[config.mk]
export PLATFORM = sky130hd
export DESIGN_NAME = mem_port_arbiter
export DESIGN_NICKNAME = d
export VERILOG_FILES = /design/src/rtl/mem_port_arbiter.sv
export SDC_FILE = /design/constraint.sdc
export NUM_CORES = 1
export LEC_CHECK = 0
export CORE_MARGIN = 2
export CORE_UTILIZATION = 29
export CTS_BUF_LIST = sky130_fd_sc_hd__clkbuf_4 sky130_fd_sc_hd__clkbuf_8 sky130_fd_sc_hd__clkbuf_16
export DETAILED_ROUTE_END_ITERATION = 10
export HOLD_SLACK_MARGIN = 0.12
export PLACE_DENSITY = 0.87
export SYNTH_ARGS = -nofsm -noshare
export SYNTH_HDL_FRONTEND = slang
export SYNTH_SLANG_ARGS = --single-unit
[constraint.sdc]
create_clock -name CLK -period 2.9 [get_ports CLK]
set_clock_uncertainty 0.1 [all_clocks]
set_input_delay 0.58 -clock CLK [delete_from_list [all_inputs] [get_ports CLK]]
set_output_delay 0.58 -clock CLK [all_outputs]
set_load 0.01 [all_outputs]
[src/rtl/mem_port_arbiter.sv]
// Shares one synchronous-read RAM between the fetch port and the load/store port.
// Data wins arbitration unless fetch has already lost MAX_WAIT times in a row.
module mem_port_arbiter #(
  parameter int ADDR_W   = 10,
  parameter int DATA_W   = 32,
  parameter int MAX_WAIT = 3,
  parameter int CNT_W    = 16
) (
  input  logic              CLK,
  input  logic              RST,
  input  logic              if_req,
  input  logic [ADDR_W-1:0] if_addr,
  output logic [DATA_W-1:0] if_rdata,
  output logic              if_ready,
  input  logic              d_req,
  input  logic              d_we,
  input  logic [ADDR_W-1:0] d_addr,
  input  logic [DATA_W-1:0] d_wdata,
  output logic [DATA_W-1:0] d_rdata,
  output logic              d_ready,
  output logic [ADDR_W-1:0] mem_addr,
  output logic [DATA_W-1:0] mem_wdata,
  output logic              mem_we,
  output logic              mem_re,
  input  logic [DATA_W-1:0] mem_rdata,
  output logic [CNT_W-1:0]  contention_cnt
);
  localparam int WAIT_W = 4;
  localparam logic [WAIT_W-1:0] WAIT_MAX = WAIT_W'(MAX_WAIT);

  typedef enum logic [1:0] {IDLE, IF_BUSY, D_BUSY} state_t;

  state_t            state_p0, state_nxt;
  logic [WAIT_W-1:0] wait_cnt_p0, wait_cnt_nxt;
  logic              d_wr_p0, d_wr_nxt;
  logic [CNT_W-1:0]  cont_p0;
  logic              if_win, both_req;

  logic [ADDR_W-1:0] mem_addr_c;
  logic [DATA_W-1:0] mem_wdata_c, if_rdata_c, d_rdata_c;
  logic              mem_we_c, mem_re_c, if_ready_c, d_ready_c;

  function automatic logic [WAIT_W-1:0] sat_wait(input logic [WAIT_W-1:0] v);
    return (v >= WAIT_MAX) ? WAIT_MAX : v + 1'b1;
  endfunction

  function automatic logic [CNT_W-1:0] sat_cnt(input logic [CNT_W-1:0] v);
    return (&v) ? v : v + 1'b1;
  endfunction

  assign both_req = if_req & d_req;
  assign if_win   = if_req & (~d_req | (wait_cnt_p0 >= WAIT_MAX));

  // State register and counters
  always_ff @(posedge CLK or posedge RST) begin
    if (RST) begin
      state_p0    <= IDLE;
      wait_cnt_p0 <= '0;
      d_wr_p0     <= 1'b0;
      cont_p0     <= '0;
    end else begin
      state_p0    <= state_nxt;
      wait_cnt_p0 <= wait_cnt_nxt;
      d_wr_p0     <= d_wr_nxt;
      if (state_p0 == IDLE && both_req)
        cont_p0 <= sat_cnt(cont_p0);
    end
  end

  always_comb begin
    state_nxt    = state_p0;
    wait_cnt_nxt = wait_cnt_p0;
    d_wr_nxt     = d_wr_p0;
    mem_addr_c   = '0;
    mem_wdata_c  = '0;
    mem_we_c     = 1'b0;
    mem_re_c     = 1'b0;
    if_ready_c   = 1'b0;
    if_rdata_c   = '0;
    d_ready_c    = 1'b0;
    d_rdata_c    = '0;
    case (state_p0)
      IDLE: begin
        if (if_win) begin
          mem_addr_c = if_addr;
          mem_re_c   = 1'b1;
          state_nxt  = IF_BUSY;
        end else if (d_req) begin
          mem_addr_c  = d_addr;
          mem_wdata_c = d_wdata;
          mem_we_c    = d_we;
          mem_re_c    = ~d_we;
          d_wr_nxt    = d_we;
          state_nxt   = D_BUSY;
        end
        // Fetch that is requesting but not granted has just lost to data
        if (if_win || !if_req) wait_cnt_nxt = '0;
        else                   wait_cnt_nxt = sat_wait(wait_cnt_p0);
      end
      IF_BUSY: begin
        if_ready_c = 1'b1;
        if_rdata_c = mem_rdata;
        state_nxt  = IDLE;
      end
      D_BUSY: begin
        d_ready_c = 1'b1;
        d_rdata_c = d_wr_p0 ? '0 : mem_rdata;
        state_nxt = IDLE;
      end
      default: state_nxt = IDLE;
    endcase
  end

  // Everything is forced quiet while reset is held, even with requests pending
  assign mem_addr       = RST ? '0 : mem_addr_c;
  assign mem_wdata      = RST ? '0 : mem_wdata_c;
  assign mem_we         = mem_we_c & ~RST;
  assign mem_re         = mem_re_c & ~RST;
  assign if_ready       = if_ready_c & ~RST;
  assign if_rdata       = RST ? '0 : if_rdata_c;
  assign d_ready        = d_ready_c & ~RST;
  assign d_rdata        = RST ? '0 : d_rdata_c;
  assign contention_cnt = cont_p0;

endmodule
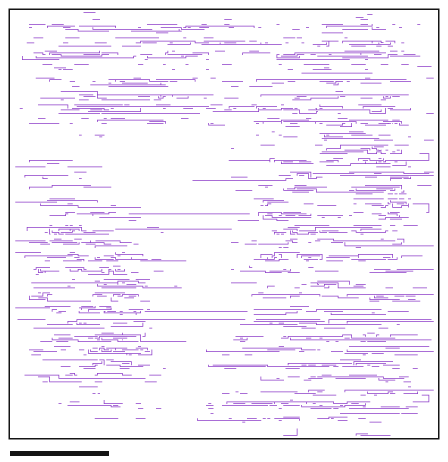
*M1 wires, run 1*
Scale bar: 20 microns.
share of all routed wire	40%
main direction	horizontal
total number of vias: 2579
met1 usage: 25.0%

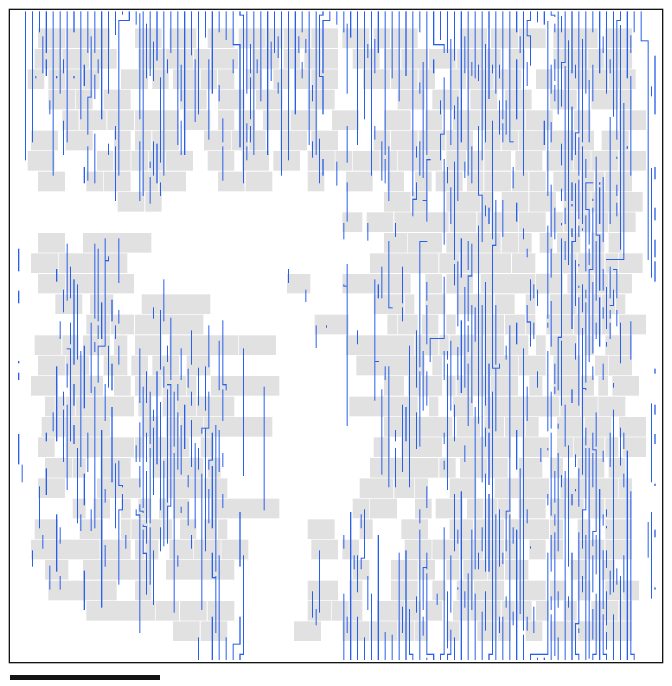
*Metal 2, run 1*
Scale bar: 20 microns. Cells faint in the background.
longest straight run	37.4 microns
wire length on this layer	4520 microns
final WL: 8.77 mm
met2 Usage GRT: 37.8%

==> impl_metrics.yaml, run 1 <==
# physical design summary
logic_synthesis:
  syn_inst: 249
  ys_area_sq_um: 1980
  edf_count: 0
  synthTopLogicFamily: "simple AND/OR/NAND/NOR gates"
  topCellsByArea: "and2_1, dfrtp_1, nand2_1, nand3_1, xor2_1"
  synth-xor-area-share_pct: 5.74
  synth-async-reset-ratio_pct: 100
  yosysTopAreaCell: "and2_1"
  yosysSeqAreaShare_pct: 29.0
  post_synth_ao_oa_area_fraction_pct: 7.63
  simple_gate_area_share_pct: 51.8
  synth_flops: 23
  muxShareOfSynthArea_pct: 1.13
global_routing:
  grt.busiest_layer: "met2"
  antenna_found_initial: 0
  globalRouteOverflowTotal: 0
  grt_pass1_vias: 2389
  grt_pass1_wl_mm: 12.5
clock_network:
  postCtsSetupBuffers: 7
  cts_tree: "done"
  htreeDepth: 1
  numCtsBuffers: 3
  cts.repair.resized: 75
  path_clk_slew_ns: 0.08
final_layout:
  flops: 23
  num-nets-final: 571
  clock_area_share_pct: 1.05
  flop_area_sq_um: 576
  largest_reg_flops: 16
  inverters_excl_clock: 3
  clock_buffers: 3
  num-multi-input-gates: 209
  drive_above_1_share_pct: 18.2
  fillers: 537
  final_area_sq_um: 4390
  layout_top_cell: "clkdlybuf4s50_1"
  final_cell_mix: "clkdlybuf4s50_1, and2_1, nand2_1, dfrtp_1, clkbuf_2"
  final_core_util_pct: 65.4
worst_setup_path:
  critPathBufInv: 3
  required_ns: 2.22
  end_kind: "primary output"
  cp_slowest_cell: "dfrtp_1"
  path_cells: "ha_2, nor4b_4, buf_4, nand2b_4, buf_4, nand3_1, a21oi_1, clkdlybuf4s15_1"
  worst_path_dominant_cell_family: "buffers and inverters"
  path_depth: 8
  slowest_delay_ns: 0.39
  startpoint: "wait_cnt_p0[1]"
  crit_path_start_kind: "flip-flop"
job:
  max_cap_violations: 0
  warnings: 27
floorplanning:
  core-area_sq_um: 6720
  floorplan.tapcells: 80
  rows: 30
  dieArea_sq_um: 7520
  die_h_microns: 86.7
  die_w_microns: 86.7
hold_path:
  whs_path_depth: 1
  min_path_type: "reg -> reg"
  hold-path-endpoint: "contention_cnt[15]"
drt:
  wl_met3_microns: 706
  dr.max_layer_used: "met4"
  ant_nets: 0
  wl_per_cell_microns: 15.7
  dr_wl_met2_mm: 4.52
  viasPerCell: 4.61
final_timing:
  slew_headroom_pct: 67.9
  report.final.setup_viol: 0
  drv_slew: 0
  fin_crit_sh_pct: 98.2
  setup_tns_ns: 0
  worst_pin_slew_ns: 0.477
power_and_ir_drop:
  seqPwrFrac_pct: 37.6
  p_seq_mw: 0.430
  pwr-share-comb_pct: 45.4
  leakage_nw: 1.96
  powerDensity_nw_per_um2: 260
  powerClk_mw: 0.194
placement:
  dpl_worst_slack_ns: -0.375
  hpwl_mm: 6.77
status:
  status: "finished, final reports clean"
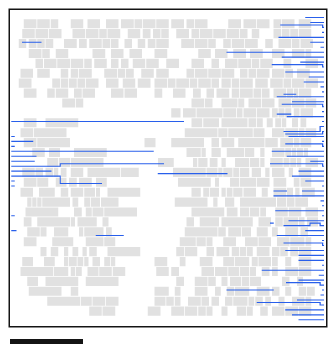
*The metal 3 layer, run 1*
Scale bar: 20 microns. Cells faint in the background.
longest straight run	47.1 microns
main direction	horizontal
nets with wire on the layer	82
wire length on this layer	707 microns
share of all routed wire	8.1%
GRT met3 Usage: 5.52%

==> run 2: changes to the inputs <==
--- a/config.mk
+++ b/config.mk
@@ -5,6 +5,7 @@
 export SDC_FILE = /design/constraint.sdc
 export NUM_CORES = 1
 export LEC_CHECK = 0
+export CORE_ASPECT_RATIO = 1.2
 export CORE_MARGIN = 2
 export CORE_UTILIZATION = 29
 export CTS_BUF_LIST = sky130_fd_sc_hd__clkbuf_4 sky130_fd_sc_hd__clkbuf_8 sky130_fd_sc_hd__clkbuf_16
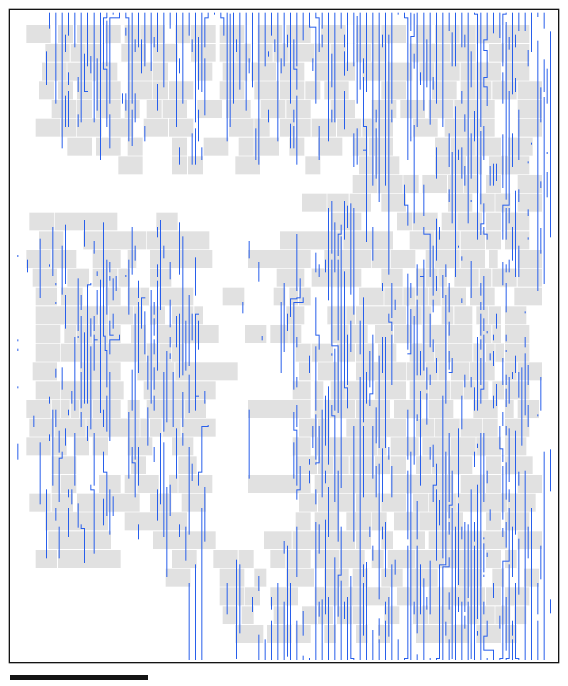
*Metal 2, run 2*
Scale bar: 20 microns. Cells faint in the background.
share of all routed wire	50%
wire length on this layer	4250 microns
longest straight run	41.0 microns
nets with wire on the layer	497
total number of vias: 2557
final WL: 8.53 mm
met2 Usage GRT: 36.3%

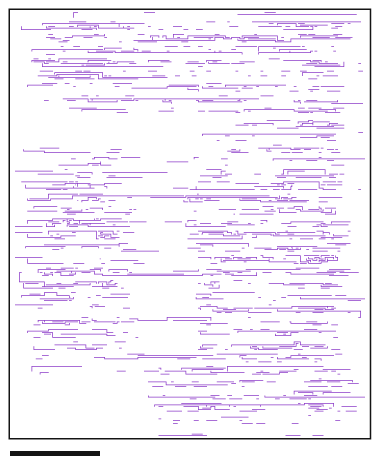
*M1 wires, run 2*
Scale bar: 20 microns.
longest straight run	33.1 microns
nets with wire on the layer	494
share of all routed wire	39%
main direction	horizontal
met1 usage: 24.2%

==> run 2 against run 1 <==
Effect of this change:
- register-to-register slack improved by 0.03 ns
- worst setup slack got worse by 0.015 ns
- largest cell class unchanged
- die area hardly changed
- sequential cell count is the same
- core utilization rose by 1.1 points
- largest power group unchanged
- highest routed layer unchanged
- worst hold slack improved by 0.018 ns
==> impl_metrics.yaml, run 2 <==
# physical design summary
status:
  status: "finished, final reports clean"
worst_setup_path:
  worst-r2r-setup-slack_ns: 0.92
  path_depth: 8
  crit_type: "reg -> out"
  startpoint: "wait_cnt_p0[0]"
  r2r-start: "contention_cnt[0]"
  r2r-end: "contention_cnt[13]"
  critPathCapture: "mem_wdata[30]"
  cp_slowest_cell: "dfrtp_1"
  critPathBufInv: 3
  slowest_delay_ns: 0.40
  required_ns: 2.22
  cp_max_fo: 16
  worst_path_dominant_cell_family: "simple AND/OR/NAND/NOR gates"
  end_kind: "primary output"
  crit_path_start_kind: "flip-flop"
  arrival_ns: 2.18
  path_cells: "ha_2, nor4b_4, nor2b_2, nor3b_2, buf_4, buf_12, and2_1, clkdlybuf4s15_1"
power_and_ir_drop:
  p_clk_share_pct: 17.9
  p_sw_share_pct: 30.8
  vdd_drop_max_uv: 358
  total_power_mw: 1.15
  leakage_nw: 1.93
  pwr-share-comb_pct: 44.8
  power.switching_mw: 0.353
  p_seq_mw: 0.428
  p_int_mw: 0.795
  powerClk_mw: 0.205
  powerDensity_nw_per_um2: 257
  seqPwrFrac_pct: 37.3
placement:
  hpwl_mm: 6.71
  dpl.cell_count: 551
  dpl_worst_slack_ns: -0.367
  routabilityCongestion: 0.884
hold_path:
  hold-path-endpoint: "contention_cnt[15]"
  min_path_type: "reg -> reg"
  whs_path_depth: 1
  min_from: "contention_cnt[15]"
final_layout:
  final_core_util_pct: 66.5
  drive_above_1_share_pct: 16.9
  logic_area_sq_um: 1380
  num-nets-final: 571
  inverters_excl_clock: 3
  flop_area_sq_um: 576
  num-multi-input-gates: 209
  layout.cells.non_filler: 566
  clock_buffers: 4
  final_area_sq_um: 4480
  syn2layout_area_growth_pct: 126
  clock_area_share_pct: 1.09
  flops: 23
  final_cell_mix: "clkdlybuf4s50_1, and2_1, nand2_1, dfrtp_1, buf_4"
  largest_reg_flops: 16
  fillers: 537
  layout_top_cell: "clkdlybuf4s50_1"
  nNonClkBuffers: 240
logic_synthesis:
  post_synth_ao_oa_area_fraction_pct: 7.63
  muxShareOfSynthArea_pct: 1.13
  yosysTopAreaCell: "and2_1"
  synth-async-reset-ratio_pct: 100
  synth_flops: 23
  topCellsByArea: "and2_1, dfrtp_1, nand2_1, nand3_1, xor2_1"
  syn_avg_cell_area_sq_um: 7.97
  synth-main-ff-cell: "dfrtp_1"
  yosysSeqAreaShare_pct: 29.0
  yosysMostFrequentCell: "and2_1"
  synth-xor-area-share_pct: 5.74
  edf_count: 0
  synthTopLogicFamily: "simple AND/OR/NAND/NOR gates"
  syn_inst: 249
  fp_nets: 340
  yosysWarnings: 0
  ys_area_sq_um: 1980
  simple_gate_area_share_pct: 51.8
floorplanning:
  die_h_microns: 94.6
  rows: 33
  floorplan.tapcells: 87
  die_w_microns: 79.5
  core-area_sq_um: 6730
  dieArea_sq_um: 7520
clock_network:
  clock_latency_ns: 0.26
  cts_tree: "done"
  path_clk_slew_ns: 0.08
  postCtsSetupBuffers: 5
  cts.repair.resized: 118
  htreeDepth: 1
  numCtsBuffers: 3
final_timing:
  slew_headroom_pct: 69.9
  report.final.setup_viol: 0
  fin_crit_sh_pct: 98.7
  drv_slew: 0
  min_period_ns: 2.86
  worst_pin_slew_ns: 0.447
  setup_tns_ns: 0
  setup_ws_ns: 0.0371
job:
  max_cap_violations: 0
  warnings: 27
drt:
  dr.max_layer_used: "met4"
  drc: 0
  viasPerCell: 4.52
  wl_met3_microns: 893
  dr_wl_met2_mm: 4.25
  ant_nets: 0
  wl_per_cell_microns: 15.1
global_routing:
  grt.met3_usage_pct: 6.88
  antenna_found_initial: 0
  globalRouteOverflowTotal: 0
  grt.busiest_layer: "met2"
  grt_pass1_wl_mm: 12.3
  grt_pass1_vias: 2385
Power and IR drop assume default switching activity.
